==> run_1/layer_met1.png <==
The bar under the picture is 20 µm long.
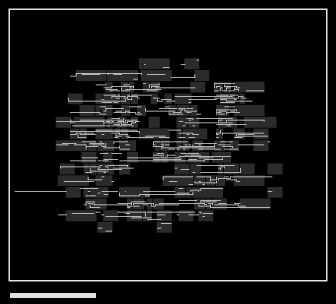
==> run_1/layer_met2.png <==
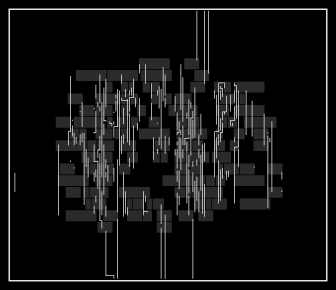
==> run_1/layer_met3.png <==
The bar under the picture is 20 µm long.
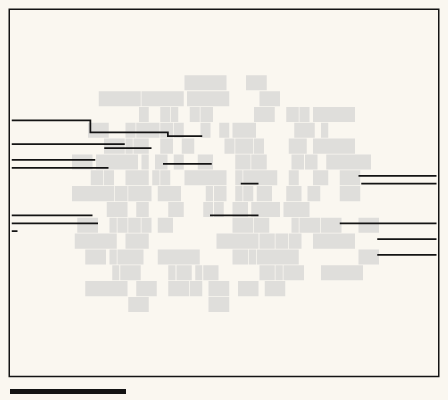
Design sat_counter, sky130hd; sources not shown.
==> flow_summary_export.csv, run 1 <==
group,metric,value,unit
run_status,status,"completed",
layout,fin_nets,129,
layout,seq_area_share,27.7,%
synth,edf_count,0,
floorplan,tapCellCount,25,
place,numPlacedInstances,144,
floorplan,io_pins,20,
sta,hold_violations,0,
synth,yosys_area,917,µm²
layout,n_all_buffers,22,
clocking,cts_buffers,3,
layout,lay_top_cells,"clkdlybuf4s50_1 (19), dfxtp_1 (16), nand2_1 (13)",
setup_path,crit_path_end_kind,"output pin",
place,pre_cts_slack,103,ps
layout,comb_share,47.7,%
layout,regArea,320,µm²
place,io_buffers,19,
power,p_int,372,µW
power,p_sw_share,22.1,%
synth,synth_nets,107,
detailed_routing,wl_met2,919,µm
setup_path,crit_slowest_cell,"clkdlybuf4s50_1",
synth,ys_sh_xor,0,%
clocking,cts_sinks,16,
clocking,cts_resized,0,
clocking,clk_latency,290,ps
layout,inverters,1,
power,power_switching,106,µW
detailed_routing,routed.top_layer,"met4",
setup_path,cp-start-kind,"register",
layout,area_delta_synth_final,25.9,%
synth,avgSynthCellArea,8.99,µm²
synth,ys.warnings.count,0,
layout,final_common_cell,"clkdlybuf4s50_1",
floorplan,initCoreUtil,42.1,%
sta,whs,305,ps
synth,synthSimpleGateAreaFrac,31.5,%
synth,muxShareOfSynthArea,6.55,%
detailed_routing,drt-met1-wl,982,µm
floorplan,core,0.00218,mm²
floorplan,rows,15,
setup_path,cp.depth,1,
layout,layout-drive-gt1-share,15.4,%
synth,ys_async_sr_fraction,0,%
setup_path,cpLargestDelayFamily,"buffers and inverters",
clocking,holdBufCountCts,0,
run,log.warning_count,26,
synth,ys_cells,102,
setup_path,critPathBufInv,1,
layout,stdcell_count,148,
synth,synth.distinct_cells,36,
floorplan,die_h,62.8,µm
layout,logic_area,551,µm²
layout,largest_register_ff_count,16,
sta,slew_violations,0,
sta,rsz0062_at_grt,"false",
sta,worstMarginPinSlew,409,ps
sta,fin_setup_tns,0,ps
power,peakVddDrop,0.000277,V
setup_path,ff2ff_path_depth,5,
synth,postSynthSeqShare,34.9,%
clocking,cts_root_buffer,"clkbuf_4",
layout,diodes,0,
detailed_routing,drc_errors,0,
detailed_routing,drt_iter0_markers,43,
global_routing,antenna_found_initial,0,
detailed_routing,post_drt_wl_per_cell,14.3,µm
power,pwr-share-seq,56.1,%
setup_path,crit_chain,"clkdlybuf4s50_1",
layout,fin_util,53.0,%
synth,synthCells,102,
synth,fa_ha_area_share,1.36,%
place,place_area,0.00112,mm²
synth,netlist_area,917,µm²
synth,synth-main-ff-cell,"dfxtp_1",
layout,logic_gates,80,
power,power,478,µW
layout,finalInstanceArea,0.00115,mm²
synth,top_area_share,34.9,%
detailed_routing,antenna_left,0,
layout,seq_cells,16,
detailed_routing,viasPerCell,5.68,
power,pg_comb,25.7,µW
clocking,cts_tree,"done",
setup_path,cp.required,1720,ps
power,leakagePower,0.000405,µW
synth,compound_area_share,20.6,%
power,maxPowerGroup,"sequential cells",
detailed_routing,wl_met3,201,µm
power,combPwrFrac,5.4,%
clocking,clockBufferDepth,2,
clocking,h-tree-depth,1,
synth,topCombFamilyByArea,"simple AND/OR/NAND/NOR gates",
global_routing,grt_max_degree,12,
layout,nonClkBufAreaFrac,18.4,%
place,gp_congestion,0.801,
global_routing,grt_pass1_vias,727,
place,hpwl,1580,µm
setup_path,arrival,1360,ps
setup_path,r2r_setup_slack,580,ps
layout,largestClassByArea,"logic gates",
setup_path,worstSetupPathType,"register to output pin",
synth,ys_top_cells_by_count,"dfxtp_1 (16), nand2_1 (13), a21oi_1 (6), mux2i_1 (6), nand3_1 (5)",
power,pwr.group.clock,184,µW
power,p_clk_share,38.6,%
floorplan,die_area,0.00462,mm²
synth,topCellsByArea,"dfxtp_1 (35%), mux2i_1 (6.5%), nand2_1 (5.3%), a21oi_1 (3.3%), a31oi_1 (2.7%)",
power,power.density,414,mW/mm²
min_path,holdCritPathClass,"register to register",
power,pg_seq,268,µW
sta,fin_crit,2040,ps
global_routing,grt_pass1_wl,3540,µm
min_path,hold_depth,2,
synth,synth_top_cell_by_area,"dfxtp_1",
synth,post-synth-top-count-cell,"dfxtp_1",
global_routing,grt-ovfl-total,0,
layout,clk_share,3.14,%
clocking,clk_pin_slew,100,ps
layout,nClkBuffers,4,
global_routing,track_usage,9.16,%
layout,nFillCells,216,
Notes on layer_met1.png above:
113 nets have wire on it. The wires run mostly horizontal. The layer holds 46% of the routed length. The longest straight run is 19.8 µm. The layer carries 982 µm of wire.
final WL: 2110 µm
Vias: 840
met1 usage in global routing: 11.1%

Notes on layer_met2.png above:
The wires run mostly vertical. The longest straight run is 17.3 µm. 105 nets have wire on it.
GR Layer Usage met2: 13.3%

Notes on layer_met3.png above:
The longest straight run is 19.1 µm. The layer holds 9.6% of the routed length. The layer carries 202 µm of wire. 15 nets have wire on it. The wires run mostly horizontal.
M3 GR Usage: 5.40%

==> run_1/placement.png <==
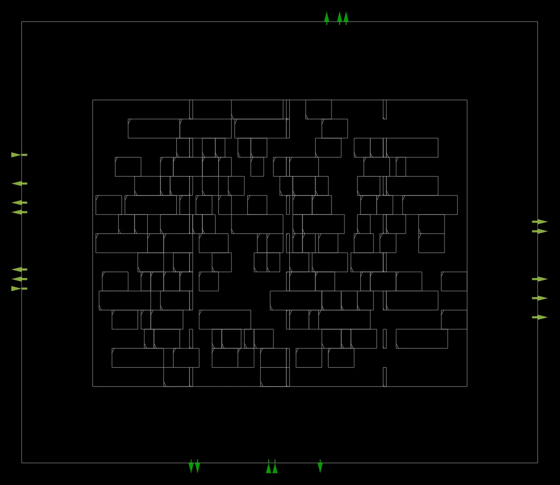

==> run 1 -> run 2 <==
==> constraint.sdc (replaced) <==
create_clock -name clk -period 2.1 [get_ports clk]
set_clock_uncertainty 0.2 [all_clocks]
set_input_delay 0.42 -clock clk [delete_from_list [all_inputs] [get_ports clk]]
set_output_delay 0.42 -clock clk [all_outputs]
set_load 0.005 [all_outputs]
==> run_2/placement.png <==
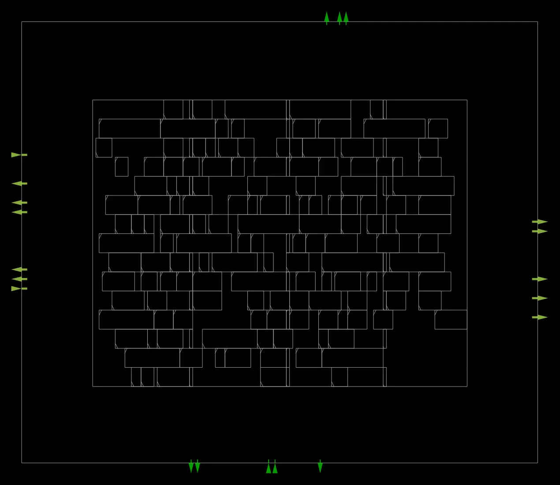
Seq area share: 25.8%
Flops: 16
core area: 0.00218 mm²

==> flow_summary_export.csv, run 2 <==
group,metric,value,unit
min_path,holdCritPathClass,"register to register",
synth,synth.distinct_cells,36,
setup_path,critPathBufInv,1,
global_routing,track_usage,11.8,%
sta,worstMarginPinSlew,300,ps
floorplan,rows,15,
synth,synthSimpleGateAreaFrac,31.5,%
clocking,clockBufferDepth,2,
layout,logic_gates,80,
place,io_buffers,19,
clocking,clk_latency,300,ps
layout,final_common_cell,"buf_4",
synth,netlist_area,917,µm²
clocking,cts_root_buffer,"clkbuf_4",
synth,yosys_area,917,µm²
floorplan,io_pins,20,
setup_path,cp.depth,1,
layout,largestClassByArea,"logic gates",
layout,nFillCells,190,
run_status,status,"completed",
layout,logic_area,583,µm²
clocking,cts_buffers,3,
setup_path,worstSetupPathType,"register to output pin",
synth,synthCells,102,
detailed_routing,viasPerCell,5.72,
floorplan,initCoreUtil,42.1,%
power,pg_seq,296,µW
sta,fin_setup_tns,0,ps
layout,nonClkBufAreaFrac,27.3,%
setup_path,cp.required,1480,ps
power,pg_comb,33.9,µW
detailed_routing,drt_iter0_markers,52,
layout,fin_nets,148,
power,p_int,419,µW
place,hpwl,1720,µm
layout,stdcell_count,167,
power,power_switching,123,µW
synth,post-synth-top-count-cell,"dfxtp_1",
power,leakagePower,0.000749,µW
place,pre_cts_slack,-77.4,ps
layout,comb_share,41.8,%
detailed_routing,routed_wl,2690,µm
synth,ys.warnings.count,0,
synth,muxShareOfSynthArea,6.55,%
synth,edf_count,0,
synth,compound_area_share,20.6,%
power,pwr.group.clock,212,µW
place,place_area,0.00116,mm²
synth,ys_cells,102,
detailed_routing,drc_errors,0,
synth,ys_top_cells_by_count,"dfxtp_1 (16), nand2_1 (13), a21oi_1 (6), mux2i_1 (6), nand3_1 (5)",
min_path,hold_depth,2,
power,power.density,388,mW/mm²
layout,clk_share,2.60,%
power,pwr-share-seq,54.6,%
clocking,cts_sinks,16,
floorplan,tapCellCount,25,
global_routing,antenna_found_initial,0,
layout,inverters,1,
run,log.warning_count,26,
synth,ys_async_sr_fraction,0,%
global_routing,grt_pass1_wl,4460,µm
detailed_routing,num_vias,955,
layout,regArea,360,µm²
floorplan,die_area,0.00462,mm²
setup_path,r2r_setup_slack,400,ps
clocking,cts_resized,33,
global_routing,met2_usage,19.8,%
layout,finalInstanceArea,0.00140,mm²
layout,lay_top_cells,"buf_4 (22), nand2_1 (13), dlymetal6s2s_1 (12)",
layout,fin_util,64.1,%
detailed_routing,post_drt_wl_per_cell,16.1,µm
clocking,cts_tree,"done",
setup_path,ff2ff_path_depth,5,
global_routing,grt_max_degree,13,
clocking,h-tree-depth,1,
detailed_routing,routed.top_layer,"met4",
layout,diodes,0,
detailed_routing,wl_met3,183,µm
power,p_sw_share,22.8,%
power,maxPowerGroup,"sequential cells",
synth,synth_nets,107,
Power and IR drop assume default switching activity.
